[src/rtl/elevator_ctrl.sv]
// Single-car collective-selective elevator controller: request latching,
// direction scheduling, floor stepping and door dwell in one block.
module elevator_ctrl #(
  parameter int N_FLOORS    = 10,
  parameter int FW          = $clog2(N_FLOORS),
  parameter int MOVE_CYCLES = 4,
  parameter int DOOR_CYCLES = 3
) (
  input  logic                clk,
  input  logic                rst,
  input  logic [N_FLOORS-1:0] car_btn_n,
  input  logic [N_FLOORS-1:0] call_up_n,
  input  logic [N_FLOORS-1:0] call_dn_n,
  input  logic                door_hold,
  output logic [FW-1:0]       floor,
  output logic [N_FLOORS-1:0] floor_oh,
  output logic                door_open,
  output logic                moving_up,
  output logic                moving_dn,
  output logic                dir,
  output logic [N_FLOORS-1:0] req_car,
  output logic [N_FLOORS-1:0] req_up,
  output logic [N_FLOORS-1:0] req_dn
);

  localparam int MCW = $clog2(MOVE_CYCLES + 1);
  localparam int DCW = $clog2(DOOR_CYCLES + 1);
  localparam logic [MCW-1:0] MV_LOAD = MCW'(MOVE_CYCLES - 1);
  localparam logic [DCW-1:0] DR_LOAD = DCW'(DOOR_CYCLES - 1);
  localparam logic [N_FLOORS-1:0] UP_MASK = ~(N_FLOORS'(1) << (N_FLOORS - 1));
  localparam logic [N_FLOORS-1:0] DN_MASK = ~N_FLOORS'(1);

  typedef enum logic [1:0] {IDLE, MOVE_UP, MOVE_DN, DOOR} state_t;

  state_t               state, state_d;
  logic [MCW-1:0]       mv_cnt, mv_cnt_d;
  logic [DCW-1:0]       dr_cnt, dr_cnt_d;
  logic                 dir_d;
  logic [FW-1:0]        floor_d, sf;
  logic [N_FLOORS-1:0]  floor_oh_d;
  logic [N_FLOORS-1:0]  pr_up, pr_dn, all_req;
  logic [N_FLOORS-1:0]  clr_car, clr_up, clr_dn;
  logic                 arrive, above, below, here_s;
  logic                 hall_dir_s, hall_opp_s, ahead_dir_s;
  logic                 serve_dir, stop, svc, step, door_press, clr_en;

  assign pr_up   = ~call_up_n & UP_MASK;
  assign pr_dn   = ~call_dn_n & DN_MASK;
  assign all_req = req_car | req_up | req_dn;

  // sf is the floor being judged: the arrival floor on a step, else the current one
  assign arrive = (state == MOVE_UP || state == MOVE_DN) && (mv_cnt == '0);
  always_comb begin
    sf = floor;
    if (arrive) sf = (state == MOVE_UP) ? floor + FW'(1) : floor - FW'(1);
  end

  always_comb begin
    above = 1'b0;
    below = 1'b0;
    for (int i = 0; i < N_FLOORS; i++) begin
      if (i > int'(sf)) above = above | all_req[i];
      if (i < int'(sf)) below = below | all_req[i];
    end
  end

  assign here_s      = req_car[sf] | req_up[sf] | req_dn[sf];
  assign hall_dir_s  = dir ? req_dn[sf] : req_up[sf];
  assign hall_opp_s  = dir ? req_up[sf] : req_dn[sf];
  assign ahead_dir_s = dir ? below : above;
  // Reverse only when the sole reason to stop here is an opposite-direction call
  assign serve_dir   = (ahead_dir_s | hall_dir_s | ~hall_opp_s) ? dir : ~dir;
  assign stop        = req_car[sf] | hall_dir_s | ~ahead_dir_s;
  assign door_press  = ~car_btn_n[floor] | (dir ? pr_dn[floor] : pr_up[floor]);

  always_comb begin
    state_d  = state;
    dir_d    = dir;
    mv_cnt_d = mv_cnt;
    dr_cnt_d = dr_cnt;
    svc      = 1'b0;
    step     = 1'b0;
    case (state)
      IDLE: begin
        if (here_s) begin
          svc = 1'b1; state_d = DOOR;
        end else if (!dir && above) begin
          state_d = MOVE_UP; mv_cnt_d = MV_LOAD;
        end else if (dir && below) begin
          state_d = MOVE_DN; mv_cnt_d = MV_LOAD;
        end else if (above) begin
          dir_d = 1'b0; state_d = MOVE_UP; mv_cnt_d = MV_LOAD;
        end else if (below) begin
          dir_d = 1'b1; state_d = MOVE_DN; mv_cnt_d = MV_LOAD;
        end
      end
      MOVE_UP, MOVE_DN: begin
        if (mv_cnt != '0) mv_cnt_d = mv_cnt - MCW'(1);
        else begin
          step = 1'b1;
          if (stop) begin
            svc = 1'b1; state_d = DOOR;
          end else mv_cnt_d = MV_LOAD;
        end
      end
      DOOR: begin
        if (door_hold || door_press) dr_cnt_d = DR_LOAD;
        else if (dr_cnt != '0)       dr_cnt_d = dr_cnt - DCW'(1);
        else                         state_d  = IDLE;
      end
      default: state_d = IDLE;
    endcase
    if (svc) begin
      dir_d    = serve_dir;
      dr_cnt_d = DR_LOAD;
    end
  end

  always_comb begin
    floor_d    = floor;
    floor_oh_d = floor_oh;
    if (step) begin
      floor_d    = sf;
      floor_oh_d = (state == MOVE_UP) ? floor_oh << 1 : floor_oh >> 1;
    end
  end

  // While the door is open the served bits stay cleared, so repeat presses are absorbed
  assign clr_en  = svc | (state == DOOR);
  assign clr_car = clr_en ? floor_oh_d : '0;
  assign clr_up  = (clr_en && !dir_d) ? floor_oh_d : '0;
  assign clr_dn  = (clr_en &&  dir_d) ? floor_oh_d : '0;

  always_ff @(posedge clk) begin
    if (rst) begin
      state    <= IDLE;
      floor    <= '0;
      floor_oh <= N_FLOORS'(1);
      dir      <= 1'b0;
      mv_cnt   <= '0;
      dr_cnt   <= '0;
      req_car  <= '0;
      req_up   <= '0;
      req_dn   <= '0;
    end else begin
      state    <= state_d;
      floor    <= floor_d;
      floor_oh <= floor_oh_d;
      dir      <= dir_d;
      mv_cnt   <= mv_cnt_d;
      dr_cnt   <= dr_cnt_d;
      req_car  <= (req_car | ~car_btn_n) & ~clr_car;
      req_up   <= (req_up  | pr_up)      & ~clr_up;
      req_dn   <= (req_dn  | pr_dn)      & ~clr_dn;
    end
  end

  assign door_open = (state == DOOR);
  assign moving_up = (state == MOVE_UP);
  assign moving_dn = (state == MOVE_DN);

endmodule
[config.mk]
export PLATFORM = sky130hd
export DESIGN_NAME = elevator_ctrl
export DESIGN_NICKNAME = d
export VERILOG_FILES = /design/src/rtl/elevator_ctrl.sv
export SDC_FILE = /design/constraint.sdc
export NUM_CORES = 1
export LEC_CHECK = 0
export CAP_MARGIN = 20
export CORE_MARGIN = 8
export CORE_UTILIZATION = 46
export DETAILED_ROUTE_END_ITERATION = 8
export GPL_ROUTABILITY_DRIVEN = 0
export PLACE_DENSITY = 0.88
export SLEW_MARGIN = 20
export SYNTH_ARGS = -nofsm -noshare
export SYNTH_HDL_FRONTEND = slang
export SYNTH_SLANG_ARGS = --single-unit
export TNS_END_PERCENT = 1
[constraint.sdc]
create_clock -name clk -period 4.4 [get_ports clk]
set_clock_uncertainty 0.2 [all_clocks]
set_input_delay 0.88 -clock clk [delete_from_list [all_inputs] [get_ports clk]]
set_output_delay 0.88 -clock clk [all_outputs]
set_load 0.05 [all_outputs]
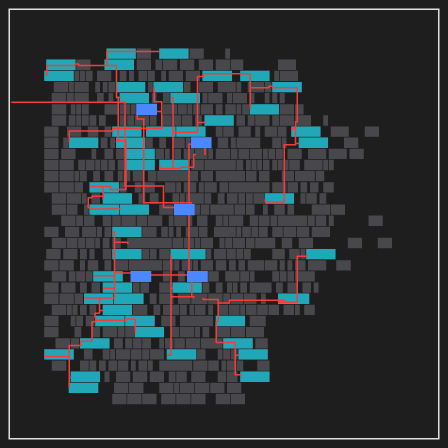
Figure 1: clock distribution.
Red stands for clock wires, length 626 um. Cyan stands for flip-flops, count 52. Blue stands for cells driving clock nets, count 5.
There are 6 routed clock nets.

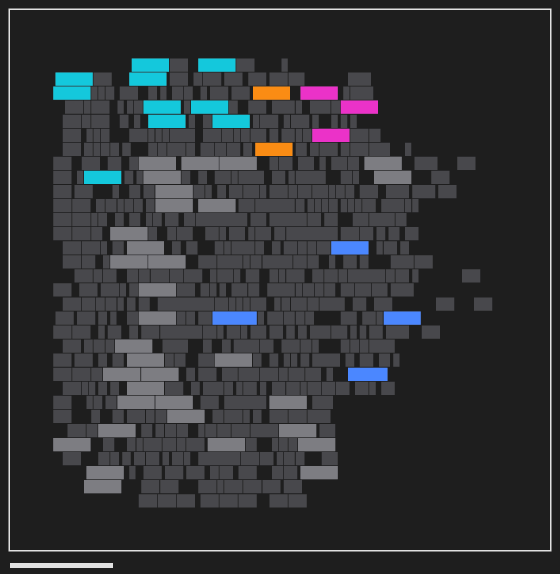
Figure 2: sequential cells coloured by netlist name.
Bar = 20 um.
Orange stands for `dr_cnt`, flops 2. Cyan stands for `floor_oh`, flops 10. Magenta stands for `mv_cnt`, flops 3. Blue stands for `floor`, flops 4.
Another 33 sequential cells are not coloured.
FF+latch area: 0.001046 mm^2
flop share of the area: 0.2197

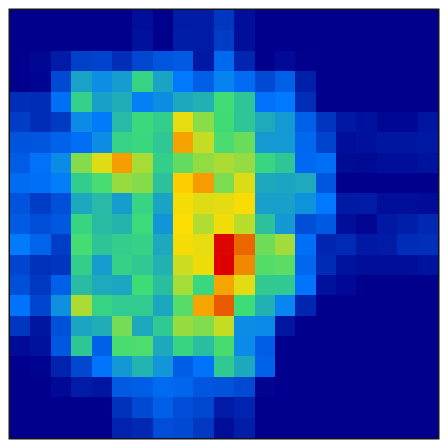
Figure 3: signal metal coverage by tile.
The die is cut into 21 by 21 equal tiles; dark blue is low, red is high, scaled to the fullest tile. Values are wire area over tile area, all layers added.
The densest ninth of the die: centre. The fullest tile reaches 0.95. 32% of the tiles are nearly empty. 14% of the tiles are over half the peak. The emptiest ninth of the die: lower right. The mean over all tiles is 0.20.
GR Util All Layers: 0.2237
final wirelength: 12760 um
DR WL/cell: 19.90 um
Vias: 4192

==> impl_metrics.env <==
# implementation run metrics
export IMPL_clkPwrFrac=0.085
export IMPL_ant_nets=0
export IMPL_die_area_mm2=0.01092
export IMPL_logic_area_mm2=0.002365
export IMPL_yosysChipArea_mm2=0.003602
export IMPL_grt_overflow_total=0
export IMPL_n_tap_cell=102
export IMPL_die_height_um=104.5
export IMPL_setup_viol=0
export IMPL_top_cells_by_count="52 x dfxtp_1, 37 x nor2_1, 34 x inv_1"
export IMPL_layout_cells_most_common="clkdlybuf4s50_1"
export IMPL_syn_area_per_cell_um2=7.848
export IMPL_synth_yosys_seq_area_share=0.2890
export IMPL_rrSetupSlack_ps=140
export IMPL_fmaxAchievable_mhz=234.9
export IMPL_dominant_cells="logic gates"
export IMPL_pin_count=81
export IMPL_n_all_buffers=104
export IMPL_synth_area_mm2=0.003602
export IMPL_path_delay_family="AND-OR/OR-AND gates"
export IMPL_r2r_end="req_up[9]$_SDFF_PP0_"
export IMPL_warnings=33
export IMPL_nClkBuffers=5
export IMPL_top_area_cell="dfxtp_1"
export IMPL_grt_pass1_vias=4194
export IMPL_total_power_uw=4197
export IMPL_dpl_cell_area_mm2=0.004576
export IMPL_cp_num_cells=13
export IMPL_outcome="finished clean"
[sequential cells by signal, indices dropped and copies added (netlist names)]
signal	flops
floor_oh	10
req_car	10
req_dn	10
req_up	10
floor	4
mv_cnt	3
dr_cnt	2
state	2
dir	1
[power by group through the flow]
stage          logic [uW]  clock network, uW  registers, uW
2_1_floorplan        1970                  0            793
3_3_place_gp         2800                  0            654
3_5_place_dp         2870                  0            658
4_1_cts              2910                355            647
5_1_grt              3390                374            664
6_report             3190                357            653
[worst min-delay path, stage by stage, from the launching register on]
cell	delay, ps
dfxtp_1	370
inv_1	70
a311oi_1	40
[cell families after synthesis]
logic type / synth area share
xor gates and xnor gates: 0.01424
AOI/OAI and AO/OA: 0.2748
adders and majority gates: 0.04029
buffers and inverters: 0.07537
and+or+nand+nor: 0.1987
muxes: 0.1077
DFF: 0.2890
